==> config.mk <==
export PLATFORM = sky130hd
export DESIGN_NAME = decoder_3to8
export DESIGN_NICKNAME = d
export VERILOG_FILES = /design/src/rtl/decoder_3to8_pkg.sv /design/src/rtl/decoder_3to8_onehot_decode.sv /design/src/rtl/decoder_3to8.sv
export SDC_FILE = /design/constraint.sdc
export NUM_CORES = 1
export LEC_CHECK = 0
export ABC_AREA = 1
export CELL_PAD_IN_SITES_DETAIL_PLACEMENT = 0
export CELL_PAD_IN_SITES_GLOBAL_PLACEMENT = 1
export CORE_UTILIZATION = 24
export CTS_CLUSTER_DIAMETER = 100
export CTS_CLUSTER_SIZE = 10
export DETAILED_ROUTE_END_ITERATION = 10
export HOLD_SLACK_MARGIN = 0.05
export PLACE_DENSITY = 0.74
export SLEW_MARGIN = 5
export SYNTH_ARGS = -nofsm -noshare
export SYNTH_HDL_FRONTEND = slang
export SYNTH_SLANG_ARGS = --single-unit
==> constraint.sdc <==
create_clock -name clk -period 1.3 [get_ports clk]
set_input_delay 0.195 -clock clk [delete_from_list [all_inputs] [get_ports clk]]
set_output_delay 0.195 -clock clk [all_outputs]
set_load 0.02 [all_outputs]
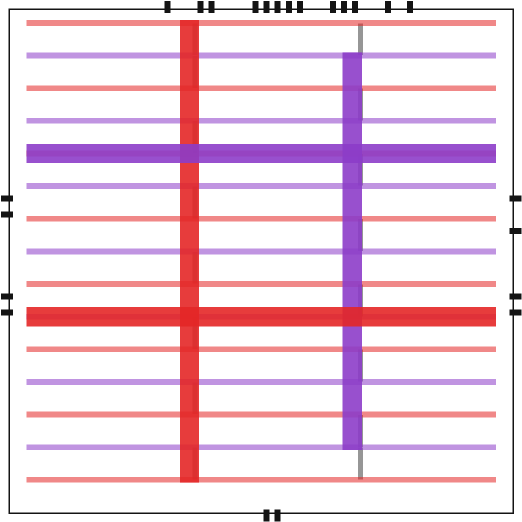
pdn.png
Scale: 12 px per um. Pins as bars on the die edge. Tap cells in grey.
[red] VSS
[purple] VDD
met1 rails: 15
signal pins: 23
tap cells: 16
met5 straps: 2
rows: 14
die height: 41.9 um
core box area: 1490 um^2
VDD IR max: 462 uV
die width: 41.9 um

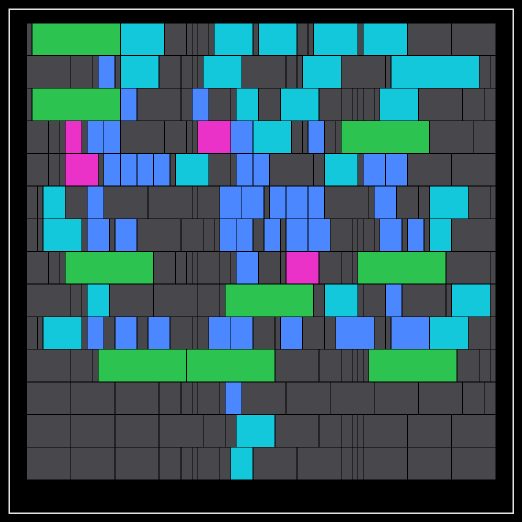
cell_classes.png
Scale: 12 px per um. Fill, decap, tap and diode cells in grey.
[cyan] other buffers and delay cells | cells: 26
[green] flip-flops | cells: 9
[magenta] clock drivers and dummy loads | cells: 4
[blue] all other logic | cells: 42
design area: 637 um^2
Seq area share: 28.3%
final core occ: 42.8%
# rows: 14

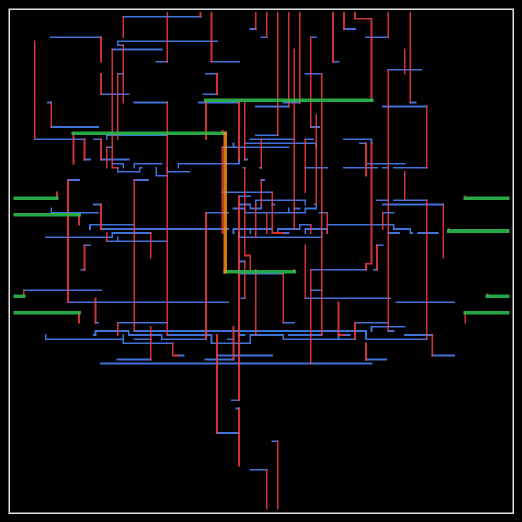
metal_stack.png
Scale: 12 px per um.
[orange] met4 | wire length: 11.6 um
[red] met2 | wire length: 416 um
[green] met3 | wire length: 60.6 um
[blue] met1 | wire length: 387 um
drt total wl: 875 um
total track usage: 11.5%
DR vias: 413
wire per inst: 9.02 um

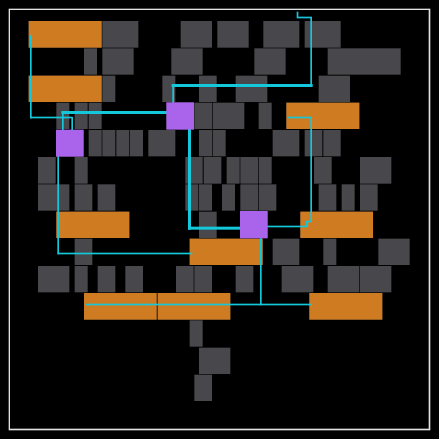
clock_map.png
Scale: 10 px per um.
[orange] flip-flops | count: 9
[cyan] clock wires | length: 146 um
[purple] cells driving clock nets | count: 3
routed clock nets: 4
Worst Skew: 0 ns
Clk. pwr: 215 uW
Clock Power Share: 33.0%

==> run notes <==
run results: placed cell count 93, Worst path max stage delay 0.29 ns, Reg2Reg Depth 4, fmax 806 MHz, slowest CP cell clkdlybuf4s15_1, Internal 468 uW, Synth Area per Inst 7.34 um^2, Synthesized Nets 58, initial antenna violation count 0, status completed, RSZ-0062 raised after global routing false, CP top delay family buffers and inverters, measured slew at the worst slew-check pin 0.206 ns, DR iter-0 viols 3, cells along the critical path dlygate4sd2_1, inv_1, nand3_1, inv_1, clkdlybuf4s15_1, vias in the first global route 367, Synth Flop Type dfxtp_1, cts bufs inserted 3, dpl hpwl 659 um, Post-synth seq share 47.2%, post-DR vias/cell 4.26, die area 1750 um^2, Setup crit start kind primary input, dominant cell type by area after synthesis dfxtp_1, pre-CTS setup slack -0.493 ns, met1 WL 387 um, Post-DRT Antenna Nets 0, FP Core Util 25.6%, DR top layer met4, share of power burned in registers 45.9%, Final Hold Vio Count 0, non-filler cells, final 97, Cells after Synth 52, Crit Path Class primary input to output pin, Rel. slew slack 86.3%, Worst-path clk slew 0.06 ns, DP Area 653 um^2, switching power 185 uW, power density cells 1030 nW/um^2, share of cells above drive strength 1 17.3%, hold_ws 0.424 ns, Latency at later pin 0.26 ns, GR met3 Demand/Resource 6.52%, NumNets Final 88, Setup-failing EPs final 0
cell families after synthesis:
logic type	synth area share [%]
simple gates	16.7
flops	47.2
compound gates	20.3
buf+inv	15.7
layout by cell type, fill, tap and decap left out, drive strengths merged:
cell	n
a21oi	7
buf	4
clkbuf	9
clkdlybuf4s15	1
clkdlybuf4s50	2
dfxtp	9
dlygate4sd2	14
inv	13
nand2	4
nand3	6
nor2	5
o21ai	7
area by class of cell:
cell class	count	area, um^2	area share, %
inverters	13	48.8	7.66
clock buffers	4	26.3	4.13
flip-flops and latches	9	180	28.3
well taps	16	20.0	3.14
multi-input cells	29	141	22.2
repair buffers	26	220	34.6
repair_timing:
item	CTS	global route
setup endpoints to repair	17	6
hold buffers	0	0
resized	24	7
cloned	0	0
Power and IR drop assume default switching activity.
